Fig. 1: run 1, signal metal coverage by tile
Scale: 3 px per µm. 28 x 28 tiles, from white (low) to dark blue (high), scaled to the fullest tile. Values are wire area over tile area, all layers added.
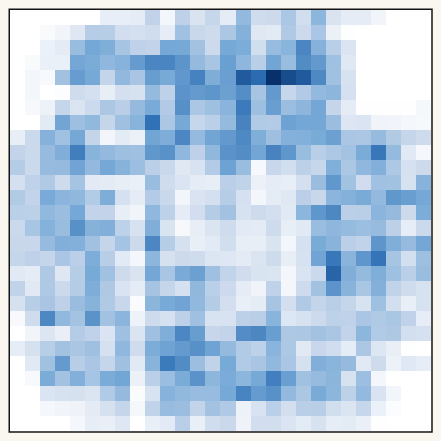
Fig. 2: run 1, signal wires on met4
Scale: 3 px per µm. Supply wires on this layer in grey.
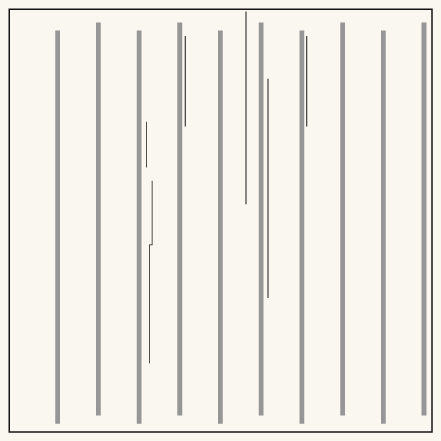
Fig. 3: run 1, gate-type map
Scale: 4 px per µm.
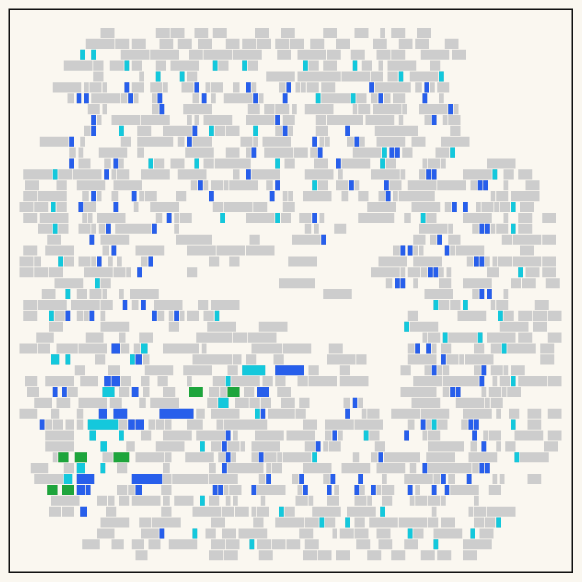
Fig. 4: run 1, congestion heat map
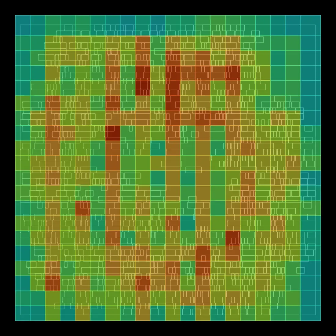
[src/rtl/pipe_pkg.sv]
// pipe_pkg: shared pipeline-stage types and constants
package pipe_pkg;
    typedef enum logic [1:0] {PS_EMPTY, PS_ONE, PS_TWO} ps_state_t;
    localparam logic [31:0] NOP_INSTR = 32'h0000_0000;
endpackage

[src/rtl/pipe_stage_skid.sv]
// pipe_stage_skid: ready/valid pipeline register with 2-entry skid, flush and saturating stall counter
module pipe_stage_skid
    import pipe_pkg::*;
#(
    parameter int DATA_W = 64,
    parameter logic [DATA_W-1:0] BUBBLE = '0,
    parameter int CNT_W = 16
) (
    input  logic              Clk,
    input  logic              Rst,
    input  logic              flush,
    input  logic              in_valid,
    output logic              in_ready,
    input  logic [DATA_W-1:0] in_data,
    output logic              out_valid,
    input  logic              out_ready,
    output logic [DATA_W-1:0] out_data,
    output logic [CNT_W-1:0]  stall_cnt
);
    ps_state_t state, state_nx;
    logic [DATA_W-1:0] main_q, main_nx, skid_q, skid_nx;
    logic accept, pop;

    assign accept = in_valid && in_ready;
    assign pop = out_valid && out_ready;

    always_ff @(posedge Clk) begin
        if (Rst) begin
            state <= PS_EMPTY;
            main_q <= BUBBLE;
            skid_q <= BUBBLE;
            stall_cnt <= '0;
        end else begin
            state <= state_nx;
            main_q <= main_nx;
            skid_q <= skid_nx;
            stall_cnt <= (out_valid && !out_ready && stall_cnt != '1) ? stall_cnt + 1'b1 : stall_cnt;
        end
    end

    // main_q is forced to BUBBLE on every path into EMPTY so out_data needs no gating
    always_comb begin
        state_nx = state;
        main_nx = main_q;
        skid_nx = skid_q;
        if (flush) begin
            state_nx = PS_EMPTY;
            main_nx = BUBBLE;
        end else begin
            case (state)
                PS_EMPTY: if (accept) begin
                    state_nx = PS_ONE;
                    main_nx = in_data;
                end
                PS_ONE: if (accept && pop) begin
                    main_nx = in_data;
                end else if (accept) begin
                    state_nx = PS_TWO;
                    skid_nx = in_data;
                end else if (pop) begin
                    state_nx = PS_EMPTY;
                    main_nx = BUBBLE;
                end
                PS_TWO: if (pop) begin
                    state_nx = PS_ONE;
                    main_nx = skid_q;
                end
                default: begin
                    state_nx = PS_EMPTY;
                    main_nx = BUBBLE;
                end
            endcase
        end
    end

    always_comb begin
        out_valid = state != PS_EMPTY;
        in_ready = state != PS_TWO;
        out_data = main_q;
    end
endmodule
[config.mk]
export PLATFORM = sky130hd
export DESIGN_NAME = pipe_stage_skid
export DESIGN_NICKNAME = d
export VERILOG_FILES = /design/src/rtl/pipe_pkg.sv /design/src/rtl/pipe_stage_skid.sv
export SDC_FILE = /design/constraint.sdc
export NUM_CORES = 1
export LEC_CHECK = 0
export ABC_AREA = 0
export CAP_MARGIN = 30
export CORE_MARGIN = 2
export CORE_UTILIZATION = 35
export DETAILED_ROUTE_END_ITERATION = 6
export GPL_ROUTABILITY_DRIVEN = 0
export SLEW_MARGIN = 20
export SYNTH_ARGS = -nofsm -noshare
export SYNTH_HDL_FRONTEND = slang
export SYNTH_SLANG_ARGS = --single-unit
[constraint.sdc]
create_clock -name Clk -period 1.8 [get_ports Clk]
set_input_delay 0.27 -clock Clk [delete_from_list [all_inputs] [get_ports Clk]]
set_output_delay 0.27 -clock Clk [all_outputs]
set_load 0.02 [all_outputs]
==> notes.md, run 1 <==
Physical implementation

The yosys cell count is 820. The worst-case headroom to the max-slew limit is 69.5%. The fraction of the yosys area taken by sequential cells is 44.9%.

The leakage power figure is 3.49 nW. The placed wire-length estimate is 12000 µm. Of all the cell area in the finished design, non-clock buffers hold 21.5%. The final report lists the setup-violating endpoint count as 0. The and-or/or-and share of the synthesized area is 24.6%. The cell count after placement is 1173. Post-synthesis, Yosys gives the total cell area as 6510 µm².

The area of the multi-input gates is 2810 µm². The cell kind with the greatest summed area is sequential cells. The top fanout value on the critical path is 7. The detailed router put a total of 8680 µm of wire on met1.

The mean area per synthesized cell is 7.94 µm². The synthesized netlist net count is 890. The most numerous logic cell after layout is dfxtp_1.

The number of stages on the worst hold path is 2. The number of port buffers is 150. After routing the design area is 9100 µm². STA classifies the critical path startpoint as a flop. The core region is 18100 µm². The pin closest to its max-slew limit shows a slew of 458 ps.

Summed over all nets, the switching power comes to 1.91 mW. The number of OpenROAD warnings is 26. For this design, the slowest cell found on the critical path is or2_2. The netlist area before placement is 6510 µm². The fraction of area in clock buffers and inverters is 6.99%. Ranked by total cell area, the synthesized netlist is headed by dfxtp_1 (45%), o32ai_1 (8.6%), nand2_1 (7.7%). The average via count per standard cell is 5.06. By startpoint and endpoint, the worst setup path is classified as flop to primary output. The cell type with the largest total area is dfxtp_1.

The cell at the root of the clock tree is clkbuf_16. The count of nets left with antenna violations once routing finished came out at 0. The multi-input logic cell count is 476.

The sequential cell count is 146. According to the hold report, the worst path is of the input port to flop type. The power attributed to combinational cells is 0.915 mW. The via count is 6096. The synthesis-to-finish area growth is 39.8%. The report lists the number of standard-cell rows as 49. The wire length on met3 is 822 µm. The fraction of cell area in multi-input combinational cells is reported as 30.8%. The die is 140 µm wide. Leaving out the clock tree, the finished layout contains a buffer count of 191. The non-clock inverter total of the final layout is 131.

Of the available clock period, the critical path in the final layout requires 95.9%. For the worst flop-to-flop path, the logic depth is 6. The fraction of the mapped netlist area in adder cells is 0.192%. The setup TNS is 0 ps. The final worst hold slack is 213 ps. The clock latency on the worst-skew pair is 430 ps. Per the repair_timing log after CTS, setup buffers inserted total 0. The overall power consumption is 8.05 mW. The post-CTS hold buffer count recorded in the log is 0. The post-synth count of flops with an enable pin is 0. The count of maximum capacitance violations is 0.

The run finished with clean final reports. The clock input transition at the sequential cells of the worst setup and hold paths is 70 ps. Logged for this run, the post-placement worst setup slack is -200 ps.

Excluding fillers, the count of instances in the completed layout stands at 1205. The top cell type by area accounts for 44.9% of the synthesized area. Along the critical path, the tally of buffer and inverter instances is 2. Once synthesis finished, the tally of register bits stood at 146. The highest attainable clock frequency is 579 MHz. The busiest layer in global routing is met2.
## Picture notes: Fig. 1
nearly empty tiles	9.8%
tiles over half the peak	14%
fullest tile	0.51
mean over tiles	0.15

## Picture notes: Fig. 2
nets with wire on the layer	4
wire length on this layer	273 µm
longest straight run	72.8 µm
main direction	vertical

## Picture notes: Fig. 3
colour	family	cells	where
cyan	NOR gates	79	all over the die
green	AND-OR and OR-AND gates	7	bottom left
blue	NAND gates	150	all over the die

## Picture notes: Fig. 4
global-route total usage across every layer: 19.0%
met3 Track Usage GR: 4.03%
final core utilization: 50.3%
wire length per cell after detailed routing: 15.5 µm
global routing usage on met2: 30.9%

[run 1: worst register-to-register path, delay by kind of cell, from the launching register on]
kind	cells	cell delay, ps
AOI/OAI and AO/OA	2	430
buffers and inverters	3	590
DFF	1	420
and+or+nand+nor	1	60
[run 1: synth_stat cells (2+ instances only)]
master / number
and4_1: 3
inv_1: 131
clkbuf_1: 27
or2_2: 2
or3_1: 7
a22oi_1: 64
dfxtp_1: 146
o21a_1: 2
or4_1: 3
nand3_1: 6
nor4_1: 2
o31a_1: 2
o21ai_0: 5
mux2i_1: 3
nor2_1: 69
nand2_1: 133
a21oi_1: 75
buf_4: 7
o31ai_1: 4
buf_2: 32
nand4_1: 5
nor3_1: 3
o32ai_1: 64
[run 1: registers in the layout (all words and copies together) (netlist names)]
| name | flops |
|---|---|
| out_data | 64 |
| stall_cnt | 16 |
| state | 2 |
| skid_q | 64 |
[run 1: timing repair]
item | in CTS | in global routing
setup endpoints to repair | 9 | 9
resized | 11 | 9
endpoints found under the hold margin | 0 | 0
[run 1: path summary, 6_finish.rpt]
| check | startpoint | to | slack [ps] |
|---|---|---|---|
| worst max-delay path | state[0]$_SDFFE_PP0P_ | out_valid | 70 |
| worst min-delay path | Rst | skid_q[2]$_SDFFE_PP0P_ | 210 |
| worst max register to register | state[1]$_SDFFE_PP0P_ | out_data[61]$_SDFFE_PP0P_ | 180 |
| worst min register to register | skid_q[29]$_SDFFE_PP0P_ | skid_q[29]$_SDFFE_PP0P_ | 450 |
[run 1: logic make-up after synthesis]
kind of cell	Yosys count
AND-OR/OR-AND	225
buffers and inverters	198
multiplexers	4
adder cells (fa/ha/maj)	1
flip-flops	146
AND/OR/NAND/NOR	246
==> inputs of run 2 (changes only) <==
--- a/config.mk
+++ b/config.mk
@@ -9,8 +9,10 @@
 export CAP_MARGIN = 30
 export CORE_MARGIN = 2
 export CORE_UTILIZATION = 35
+export CTS_CLUSTER_DIAMETER = 50
 export DETAILED_ROUTE_END_ITERATION = 6
 export GPL_ROUTABILITY_DRIVEN = 0
+export SKIP_LAST_GASP = 1
 export SLEW_MARGIN = 20
 export SYNTH_ARGS = -nofsm -noshare
 export SYNTH_HDL_FRONTEND = slang
Fig. 5: run 2, signal wires on met4
Scale: 3 px per µm. Supply wires on this layer in grey.
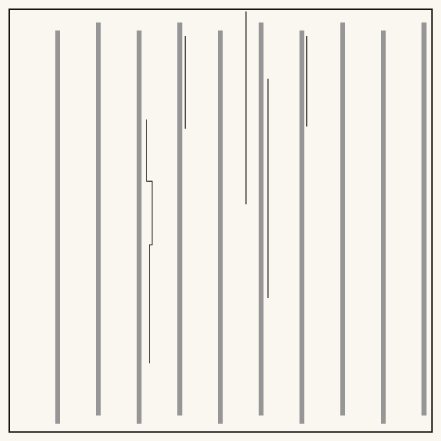
total wire length after detailed routing: 18600 µm
via total after detailed routing: 6071

==> notes.md, run 2 <==
Physical implementation

The relative contribution of sequential cells to total power is 41.5%. In this run the power spent charging and discharging nets is 1.91 mW. The final count of negative-setup-slack endpoints is 0. The netlist area before placement is 6510 µm². The mean area per synthesized cell is 7.94 µm². The placed wire-length estimate is 12000 µm. Per the placement report, the placed cell count is 1173. Per the slew report, the remaining headroom to the max-slew limit stands at 69.4%. The post-cts sizing count is 9. Static timing analysis puts the maximum clock frequency at 566 MHz. The area fraction of the largest cell type after synthesis is 44.9%. The core footprint is 18100 µm². The layout stage reports a final design area of 9100 µm². The iteration count recorded for the first detailed-route pass is 5. On the reported timing paths, the clock transition at the registers reads 60 ps. In this run the horizontal extent of the chip is 140 µm. The yosys cell count is 820. After routing, the total negative slack on setup checks comes to 0 ps. Sorting the synthesized cells by how often they occur yields dfxtp_1 (146), nand2_1 (133), inv_1 (131). The script logs the mean routed wire length per placed instance as 15.5 µm. Per the post-synthesis report, the number of cells in the design is 820. The library cell with the highest instance count after synthesis is dfxtp_1.

The count of maximum capacitance violations is 0. The global routing met3 resource utilization is 4.03%. The clock latency on the worst-skew pair is 420 ps. The ratio of final minimum period to clock period is 98.2%. Leaving out filler cells and counting taps, the final layout contains 1205. The number of setup buffers added after CTS is 0.

The clock period minus worst slack is 1770 ps. The fraction of the yosys area taken by sequential cells is 44.9%. The chip area from the yosys synthesis statistics is 6510 µm².

Internal power comes to 6.14 mW. The critical path in this run is classified as flop to primary output. The number of hold buffers added after CTS was 0. The number of enable flip-flop cells is 0. Summed over all cells, the static leakage comes to 3.49 nW. The global router's overall resource usage is 19.0%. The worst hold-check path type is input port to flop. The top fanout value on the critical path is 7. The average via count per standard cell is 5.04. The transition time recorded at the tightest slew-check pin is 458 ps. The floorplan row count is 49. The and-or/or-and share of the synthesized area is 24.6%. The placement report lists the number of port buffers as 150. met1 track demand over resource after global routing is 25.2%.

Warnings raised by the tools during the run amount to 28. The remaining antenna violation count after routing is 0. The main area contributors are dfxtp_1 (45%), o32ai_1 (8.6%), nand2_1 (7.7%). For this design the top-level I/O count stands at 151. The H-tree level count is 4. The synthesis-to-finish area growth is 39.7%. Yosys reported that registers with async set or reset make up 0%. The synthesized netlist contains 48 unique library cells. The worst-case setup slack after placement is -200 ps. The area fraction in and, or, nand and nor cells is 17.2%.

In this run, synthesis produced a sequential element count of 146. The synthesized netlist net count is 890. The most numerous logic cell after layout is dfxtp_1.

The run finished with clean final reports. The utilization after layout is 50.3%.
Fig. 6: run 2, layout detail
Region (55, 27) to (85, 57) µm. Cells in grey, sequential cells in the stronger grey; small squares are vias.
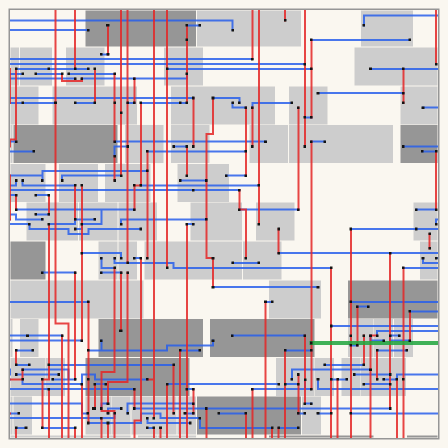
colour	layer
red	metal 2
green	metal 3
blue	metal 1
netlist names of flops here include	skid_q (3), out_data (2), state (2)
cells with their middle in the window	55
most frequent	buf_4 (11), inv_1 (6), dfxtp_1 (6)
sequential cells in the window	7

-- run 2: cell counts after synthesis --
No cell type changed its count.
-- run 2: worst max-delay path, stage by stage (launching register included) --
cell             delay, ps
dfxtp_1                300
buf_4                  160
or2_2                  310
clkdlybuf4s15_1        310
-- run 2: cells by family (layout without fill, tap and decap cells) --
group,count (synthesis),in the layout
flops,146,146
compound gates,225,225
mux,4,4
fa+ha+maj,1,1
buf+inv,198,354
simple gates,246,246
-- run 2: path summary, 6_finish.rpt --
path                      startpoint                         to  slack [ps]  cells past startpoint
max            state[0]$_SDFFE_PP0P_                  out_valid          30                      3
min                              Rst     skid_q[2]$_SDFFE_PP0P_         220                      2
max reg2reg    state[1]$_SDFFE_PP0P_  out_data[61]$_SDFFE_PP0P_         190                      6
min reg2reg  skid_q[29]$_SDFFE_PP0P_    skid_q[29]$_SDFFE_PP0P_         450                      2
-- run 2: routing by layer --
metal  vias to the layer above  part of all wire, %
met4                         0                  1.5
met2                       138                   48
met1                      2843                   46
met5                         -                    0
met3                        16                  4.5
li1                       3074                    -
-- run 2: power groups by stage --
stage                     registers [mW]  clock network (mW)  logic, mW
after floorplan                     3.47                   0      0.404
after global placement              3.41                   0      0.920
after detailed placement            3.41                   0      0.923
after CTS                           3.33                3.89      0.927
after global routing                3.34                4.01      0.994
final                               3.34                3.80      0.914
-- run 2: cell type report --
class | instances | area, µm² | share of cell area (%)
clock inverters | 13 | 183 | 2.01
clock buffers | 19 | 453 | 4.98
well taps | 229 | 287 | 3.15
flip-flops and latches | 146 | 2920 | 32.1
multi-input cells | 476 | 2810 | 30.8
repair buffers | 191 | 1950 | 21.5
inverters | 131 | 492 | 5.41
==> inputs of run 3 (changes only) <==
--- a/config.mk
+++ b/config.mk
@@ -7,13 +7,10 @@
 export LEC_CHECK = 0
 export ABC_AREA = 0
 export CAP_MARGIN = 30
-export CORE_MARGIN = 2
 export CORE_UTILIZATION = 35
 export CTS_CLUSTER_DIAMETER = 50
 export DETAILED_ROUTE_END_ITERATION = 6
-export GPL_ROUTABILITY_DRIVEN = 0
 export SKIP_LAST_GASP = 1
-export SLEW_MARGIN = 20
 export SYNTH_ARGS = -nofsm -noshare
 export SYNTH_HDL_FRONTEND = slang
 export SYNTH_SLANG_ARGS = --single-unit
Fig. 7: run 3, layout detail
Region (54, 27) to (84, 57) µm. Cells in grey, sequential cells in the stronger grey; small squares are vias.
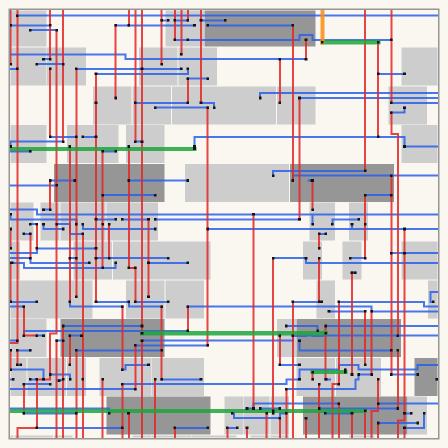
colour	layer
orange	metal 4
red	metal 2
green	metal 3
blue	metal 1
sequential cells in the window	7
most frequent	buf_4 (12), inv_1 (5), dfxtp_1 (5)
cells with their middle in the window	50
netlist names of flops here include	out_data (3), skid_q (2), state (2)

==> notes.md, run 3 <==
Physical implementation

Compared with the post-synthesis result, the final layout area differs by 38.1%. The yosys cell count is 820. Detailed routing inserted a total of 6074 vias. The delay of the slowest cell on the worst path is 640 ps. Power comes to 7.77 mW. The setup check on the worst reg-to-reg path leaves a slack of 160 ps. The I/O pin count is 151.

The transition time recorded at the tightest slew-check pin is 634 ps. The fraction of the yosys area taken by sequential cells is 44.9%. The final report lists a non-filler cell total of 1203. The clock period minus worst slack is 1750 ps. The number of enable flip-flop cells is 0. The most common cell in the synthesized netlist is dfxtp_1. Buffers placed on the I/O ports in this run total 150. Looking at the clock tree report, the H-tree level count equals 4. The total wirelength of the detailed-routed design is 18500 µm. The utilization after layout is 49.7%.

The average via count per standard cell is 5.05. The timing report shows that the slowest cell on the worst path is clkdlybuf4s50_1. The cell type with the largest total area is dfxtp_1. The number of logic stages on the critical path including buffering is 1. The netlist area before placement is 6510 µm². The worst setup slack after layout is 54.0 ps. The clock input transition at the sequential cells of the worst setup and hold paths is 60 ps.

The clock latency on the worst-skew pair is 420 ps. The report shows a maximum critical-path fanout of 5. The gate-level netlist out of Yosys references 48 unique cell types. After synthesis, the chip area reported by Yosys is 6510 µm². The worst flop-to-flop path endpoint is stall_cnt[10]$_SDFFE_PP0P_. STA lists the startpoint of the worst register-to-register path as stall_cnt[0]$_SDFFE_PP0P_. The final timing summary puts the cycle share of the worst path at 97.0%. The core region is 18100 µm². The cell at the root of the clock tree is clkbuf_16. The number of OpenROAD warnings is 26. The critical path's top delay family is buffers and inverters.

The signal on the critical path passes through clkdlybuf4s50_1. Per the synth log, the flip-flop and latch total comes to 146. The number of cell instances on the worst register-to-register path is 5. Counting every instance in the synthesized netlist gives 820.

The worst-case setup slack after placement is -184 ps. Nets still carrying antenna violations after routing amount to 0. The checks that failed: design-rule violations. STA classifies the critical path startpoint as a flop. The commonest cells after synthesis are dfxtp_1 (146), nand2_1 (133), inv_1 (131). The synthesized netlist net count is 890.

The number of hold-repair buffers added at the cts stage is 0. The final worst hold slack is 202 ps. The capture point of the worst path is stall_cnt[15]. The origin of the worst setup path is stall_cnt[15]$_SDFFE_PP0P_. Yosys reported that registers with async set or reset make up 0%. The synthesis report lists the most area-consuming cells as dfxtp_1 (45%), o32ai_1 (8.6%), nand2_1 (7.7%). The top cell type in the final layout, fill and taps aside, is dfxtp_1. The run finished, with violations left. The first detailed-routing pass ran for 7 iterations. For reference, the post-synthesis area per instance comes to 7.94 µm².

The DRC violation total left in the routed layout is recorded as 14. The type of the worst setup path is flop to primary output. The setup TNS is 0 ps.

The initial antenna violation count is 0. The final design instance area without fill is 8990 µm². From the final report, the count of setup violators was given as 0. In this run the tightest slew margin relative to its limit is 57.7%.
Fig. 8: run 3, congestion heat map
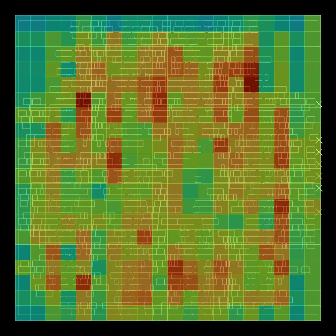
global-route total usage across every layer: 19.4%
met3 Track Usage GR: 4.57%
wire length per cell after detailed routing: 15.3 µm
most used routing layer in global routing: met2
GRT met1 Usage: 24.6%

[run 3: cell type report]
| cell class | count | area, µm² |
|---|---|---|
| clock buffer | 22 | 484 |
| tap | 229 | 287 |
| sequential | 146 | 2930 |
| inverter | 131 | 492 |
| fill | 1788 | 9100 |
| multi-input combinational | 476 | 2810 |
| timing repair buffer | 190 | 1890 |
| clock inverter | 9 | 105 |
[run 3: worst min-delay path by stage]
stage,from,to,slack (ps),depth (start not counted)
2_1_floorplan,in_data[0],skid_q[0]$_SDFFE_PP0P_,410,2
3_3_place_gp,skid_q[39]$_SDFFE_PP0P_,skid_q[39]$_SDFFE_PP0P_,440,2
3_5_place_dp,skid_q[35]$_SDFFE_PP0P_,skid_q[35]$_SDFFE_PP0P_,450,2
4_1_cts,Rst,stall_cnt[12]$_SDFFE_PP0P_,190,2
5_1_grt,Rst,stall_cnt[12]$_SDFFE_PP0P_,190,2
6_report,Rst,stall_cnt[12]$_SDFFE_PP0P_,200,2
[run 3: repair_timing]
item,in CTS,in global routing
resized,8,7
setup buffers,0,0
setup endpoints to repair,7,7
[run 3: metal layers]
metal / up-vias / GRT usage [%] / share of wire (%)
met2: 129 / 32.5 / 48
li1: 3076 / - / -
met1: 2852 / 24.6 / 46
met5: - / 0 / 0
met4: 0 / 5.97 / 1.2
met3: 17 / 4.57 / 4.5
[run 3: kinds of logic after synthesis]
logic type | Yosys count | share of synthesized area (%)
multiplexers | 4 | 0.692
AND-OR/OR-AND | 225 | 24.6
adder cells (fa/ha/maj) | 1 | 0.192
flip-flops | 146 | 44.9
buffers and inverters | 198 | 12.4
AND/OR/NAND/NOR | 246 | 17.2
[run 3: where the power goes]
group          switching [mW]  internal [mW]  total, mW
combinational           0.460          0.441      0.901
sequential             0.0411           3.30       3.34
clock                    1.35           2.17       3.52
Power figures rest on the tool's default switching activity, not on a simulated workload.
